File: config.mk
export PLATFORM = sky130hd
export DESIGN_NAME = rx_status_fifo
export DESIGN_NICKNAME = d
export VERILOG_FILES = /design/src/rtl/rx_status_fifo_pkg.sv /design/src/rtl/rx_status_fifo.sv
export SDC_FILE = /design/constraint.sdc
export NUM_CORES = 1
export LEC_CHECK = 0
export ABC_AREA = 1
export CORE_ASPECT_RATIO = 0.9
export CORE_MARGIN = 5
export CORE_UTILIZATION = 37
export DETAILED_ROUTE_END_ITERATION = 10
export GPL_ROUTABILITY_DRIVEN = 0
export PLACE_DENSITY_LB_ADDON = 0.3
export SYNTH_ARGS = -nofsm -noshare
export SYNTH_HDL_FRONTEND = slang
export SYNTH_SLANG_ARGS = --single-unit
File: constraint.sdc
create_clock -name clk -period 4.7 [get_ports clk]
set_clock_uncertainty 0.2 [all_clocks]
set_input_delay 0.705 -clock clk [delete_from_list [all_inputs] [get_ports clk]]
set_output_delay 0.705 -clock clk [all_outputs]
set_load 0.005 [all_outputs]
File: src/rtl/rx_status_fifo_pkg.sv
// Shared DUART definitions: default character/status widths, status bit indices
// and the explicit pointer-wrap helper used by the receive FIFO.
package rx_status_fifo_pkg;

   localparam int DUART_DATA_W = 8;
   localparam int DUART_STAT_W = 3;

   // Bit positions inside the per-character status word.
   localparam int STAT_PE = 0;
   localparam int STAT_FE = 1;
   localparam int STAT_RB = 2;

   // Pointers run 0..depth-1; depth need not be a power of two.
   function automatic int unsigned wrap_inc(input int unsigned ptr, input int unsigned depth);
      return (ptr == depth - 1) ? 0 : ptr + 1;
   endfunction

endpackage

File: src/rtl/rx_status_fifo.sv
// UART receive FIFO with per-character status, a one-entry overflow holding
// register, sticky overrun flag and edge-detected CPU read strobe.
module rx_status_fifo
   import rx_status_fifo_pkg::*;
#(
   parameter int DATA_W = DUART_DATA_W,
   parameter int STAT_W = DUART_STAT_W,
   parameter int DEPTH  = 3,
   localparam int CNT_W = $clog2(DEPTH + 1)
) (
   input  logic              clk,
   input  logic              RESETN,
   input  logic              wr,
   input  logic [DATA_W-1:0] d_in,
   input  logic [STAT_W-1:0] stat_in,
   input  logic              rd,
   input  logic              flush,
   input  logic              clr_over,
   output logic [DATA_W-1:0] d_out,
   output logic [STAT_W-1:0] stat_out,
   output logic [CNT_W-1:0]  count,
   output logic              RxRDY,
   output logic              FFULL,
   output logic              hold_valid,
   output logic              OVER
);

   localparam int PTR_W = (DEPTH > 1) ? $clog2(DEPTH) : 1;

   logic [DATA_W-1:0] dmem_q [DEPTH];
   logic [STAT_W-1:0] smem_q [DEPTH];

   logic [PTR_W-1:0]  rptr_q, rptr_d;
   logic [PTR_W-1:0]  wptr_q, wptr_d;
   logic [CNT_W-1:0]  count_q, count_d;
   logic [DATA_W-1:0] dout_q, dout_d;
   logic [DATA_W-1:0] hdata_q, hdata_d;
   logic [STAT_W-1:0] hstat_q, hstat_d;
   logic              hv_q, hv_d;
   logic              over_q, over_d;
   logic              rd_q;

   logic              empty, full, pop_req, eff_pop, over_set;
   logic              mem_we;
   logic [DATA_W-1:0] mem_wdata;
   logic [STAT_W-1:0] mem_wstat;
   logic [PTR_W-1:0]  rptr_inc, wptr_inc;

   assign empty    = (count_q == '0);
   assign full     = (count_q == CNT_W'(DEPTH));
   assign pop_req  = rd & ~rd_q;
   assign eff_pop  = pop_req & ~empty & ~flush;
   assign rptr_inc = PTR_W'(wrap_inc(int'(rptr_q), DEPTH));
   assign wptr_inc = PTR_W'(wrap_inc(int'(wptr_q), DEPTH));

   always_comb begin
      rptr_d    = rptr_q;
      wptr_d    = wptr_q;
      count_d   = count_q;
      dout_d    = dout_q;
      hdata_d   = hdata_q;
      hstat_d   = hstat_q;
      hv_d      = hv_q;
      over_set  = 1'b0;
      mem_we    = 1'b0;
      mem_wdata = d_in;
      mem_wstat = stat_in;

      if (flush) begin
         rptr_d  = '0;
         wptr_d  = '0;
         count_d = '0;
         hv_d    = 1'b0;
      end else if (eff_pop) begin
         dout_d = dmem_q[rptr_q];
         rptr_d = rptr_inc;
         if (hv_q) begin
            // Held character drops into the slot just freed; FIFO stays full.
            mem_we    = 1'b1;
            mem_wdata = hdata_q;
            mem_wstat = hstat_q;
            wptr_d    = wptr_inc;
            hv_d      = wr;
            if (wr) begin
               hdata_d = d_in;
               hstat_d = stat_in;
            end
         end else if (wr) begin
            mem_we = 1'b1;
            wptr_d = wptr_inc;
         end else begin
            count_d = count_q - CNT_W'(1);
         end
      end else if (wr) begin
         if (!full) begin
            mem_we  = 1'b1;
            wptr_d  = wptr_inc;
            count_d = count_q + CNT_W'(1);
         end else begin
            hdata_d  = d_in;
            hstat_d  = stat_in;
            hv_d     = 1'b1;
            over_set = hv_q;
         end
      end

      // A fresh overrun beats a same-cycle clear.
      if (over_set)
         over_d = 1'b1;
      else if (clr_over)
         over_d = 1'b0;
      else
         over_d = over_q;
   end

   always_ff @(posedge clk or negedge RESETN) begin
      if (!RESETN) begin
         rptr_q  <= '0;
         wptr_q  <= '0;
         count_q <= '0;
         dout_q  <= '0;
         hdata_q <= '0;
         hstat_q <= '0;
         hv_q    <= 1'b0;
         over_q  <= 1'b0;
         rd_q    <= 1'b0;
      end else begin
         rptr_q  <= rptr_d;
         wptr_q  <= wptr_d;
         count_q <= count_d;
         dout_q  <= dout_d;
         hdata_q <= hdata_d;
         hstat_q <= hstat_d;
         hv_q    <= hv_d;
         over_q  <= over_d;
         rd_q    <= rd;
      end
   end

   // Storage is left unreset; count/pointers alone define what is valid.
   always_ff @(posedge clk) begin
      if (mem_we) begin
         dmem_q[wptr_q] <= mem_wdata;
         smem_q[wptr_q] <= mem_wstat;
      end
   end

   assign d_out      = dout_q;
   assign stat_out   = empty ? '0 : smem_q[rptr_q];
   assign count      = count_q;
   assign RxRDY      = ~empty;
   assign FFULL      = full;
   assign hold_valid = hv_q;
   assign OVER       = over_q;

endmodule

Metal 3:
Scale bar: 20 um.
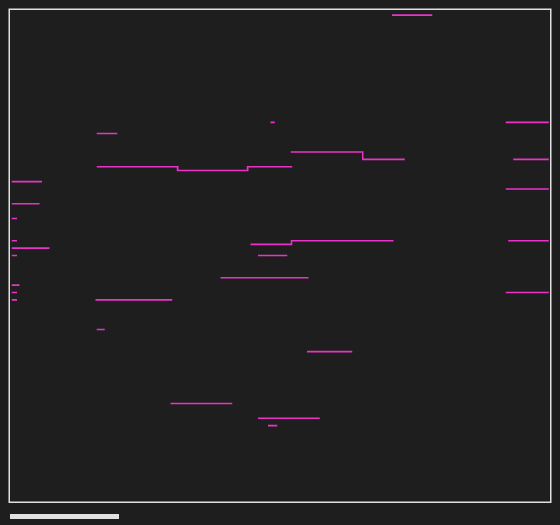
longest straight run: 18.6 um
main direction: horizontal
wire length on this layer: 221 um
Via Count: 1915
WL final: 5460 um

The clock network:
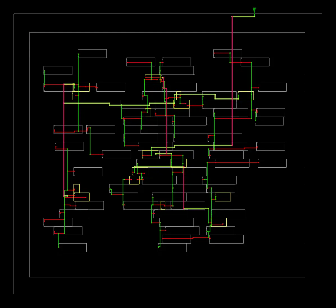
TritonCTS Buffers: 9
Sink Count: 61
CLK BUF: 12

Placed cells, one colour a class:
Fill, decap, tap and diode cells in grey.
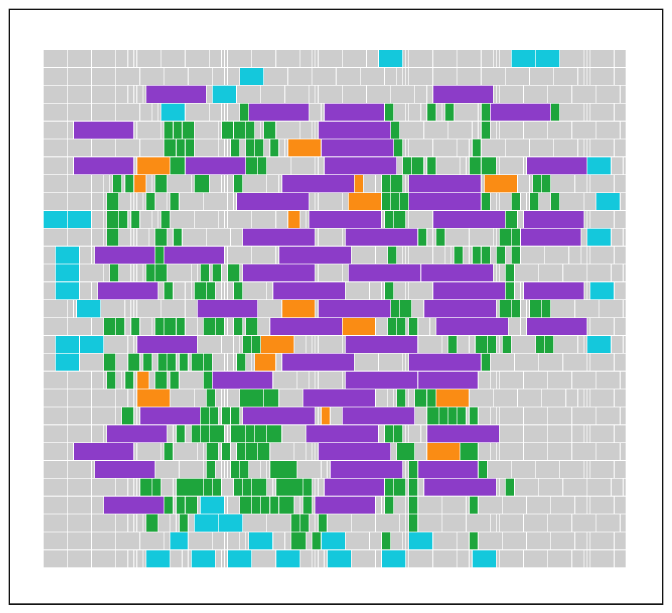
[purple] flip-flops | cells: 61
[cyan] other buffers and delay cells | cells: 34
[orange] clock drivers and dummy loads | cells: 16
[green] all other logic | cells: 203
Seq area share: 53.0%
Finished Cell Area: 0.00319 mm2

Signal wires on met1:
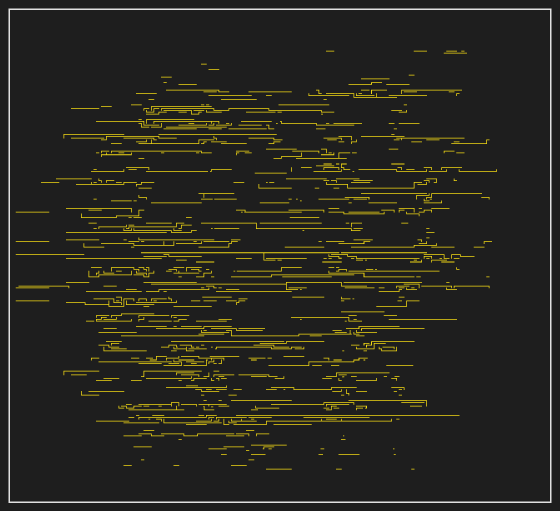
nets with wire on the layer: 300
longest straight run: 40.9 um
share of all routed wire: 49%
Global Route met1 Usage: 17.5%

==> registers in the layout (all words and copies together) (netlist names) <==
register and count:
dmem_q 24, smem_q 9, d_out 8, hdata_q 8
hstat_q 3, count 2, rptr_q 2, wptr_q 2
OVER 1, hold_valid 1, rd_q 1
==> critical path, cell delays in order, from the launching register on <==
cell and delay, ns:
dfrtp_1 0.53, nor2_1 0.73, nand2_1 0.12, nand2_1 0.11
nand2_1 0.05, inv_1 0.04, clkdlybuf4s50_1 0.48
==> cell families (layout without fill, tap and decap cells) <==
kind of cell    Yosys count  count (layout)
flops                    61              61
buf+inv                  29              68
compound gates           10              10
simple gates            175             175
==> where the power goes <==
group	total (uW)	internal, uW	switching [uW]
clock	399	204	196
combinational	272	135	137
sequential	697	651	46.4
total	1370	990	379
==> results.py <==
# Auto-generated metrics
metrics = {
    "run_status": {
        "outcome": "complete, no violations",
    },
    "synth": {
        "aoi_share_pct": 2.12,
        "fp_nets": 292,
        "synth_area_mm2": 0.00266,
        "synthCells": 275,
        "async_flop_share_pct": 45.9,
        "top_cells_by_count": "nand2_1, nand3_1, edfxtp_1",
        "mux_share_pct": 0,
        "synth.avg_cell_area_um2": 9.65,
        "ys_cells": 275,
        "edf_count": 33,
        "most_common_cell": "nand2_1",
        "ys_area_mm2": 0.00266,
        "synth_cell_types": 22,
    },
    "layout": {
        "regArea_mm2": 0.00169,
        "inverters": 18,
        "clkCellAreaFrac_pct": 5.29,
        "final_cells": 407,
        "utilization_pct": 45.6,
        "final-nonclk-buf-share_pct": 10.6,
        "fill_cells": 671,
        "nNetsFinal": 326,
        "lay_top_count": "nand2_1",
    },
    "critical_path": {
        "start_kind": "flop",
        "critPathLaunch": "rptr_q[1]",
        "timing.rr.start": "hold_valid",
        "reg2reg_depth": 4,
    },
    "worst_hold_path": {
        "worstHoldStart": "hstat_q[0]",
        "hold_path.class": "flop to flop",
    },
    "die": {
        "io_pins": 34,
        "die_h_um": 90.4,
        "core_area_mm2": 0.00700,
        "n_tap_cell": 93,
        "die_width_um": 99.3,
        "row_count": 29,
    },
    "timing": {
        "rsz0062_at_grt": "no",
        "maxSlewHeadroom_pct": 33.8,
        "setup_viol": 0,
        "timing.fmax_ghz": 0.302,
        "min_period_ns": 3.31,
        "finalClockPeriodUsage_pct": 70.4,
    },
    "clocking": {
        "clkTransAtPathRegs_ns": 0.06,
        "clk_path_buf_depth": 2,
        "cts_tree": "done",
        "post_cts_buffers": 0,
    },
    "routing": {
        "wl_per_cell_um": 13.4,
        "ant_nets": 0,
        "route.met3.wl_um": 221,
        "drt-vias-per-instance": 4.71,
    },
    "grt": {
        "antenna_found_initial": 0,
        "use_met3_pct": 4.02,
        "met2_usage_pct": 19.3,
        "grt_pass1_wl_um": 9060,
        "grt_max_degree": 29,
        "gr-total-overflow": 0,
        "grt_pass1_vias": 1852,
        "grt_usage_pct": 13.1,
    },
    "power_and_ir_drop": {
        "ir_worst_vdd_mv": 0.207,
        "leakagePower_uw": 0.00143,
        "power.density_mw_per_mm2": 429,
        "power.total_uw": 1370,
    },
    "placement": {
        "place_area_mm2": 0.00302,
        "dp.cells": 391,
        "dpl.hpwl_um": 3750,
    },
    "run": {
        "tool_warnings": 26,
    },
}
Power figures rest on the tool's default switching activity, not on a simulated workload.
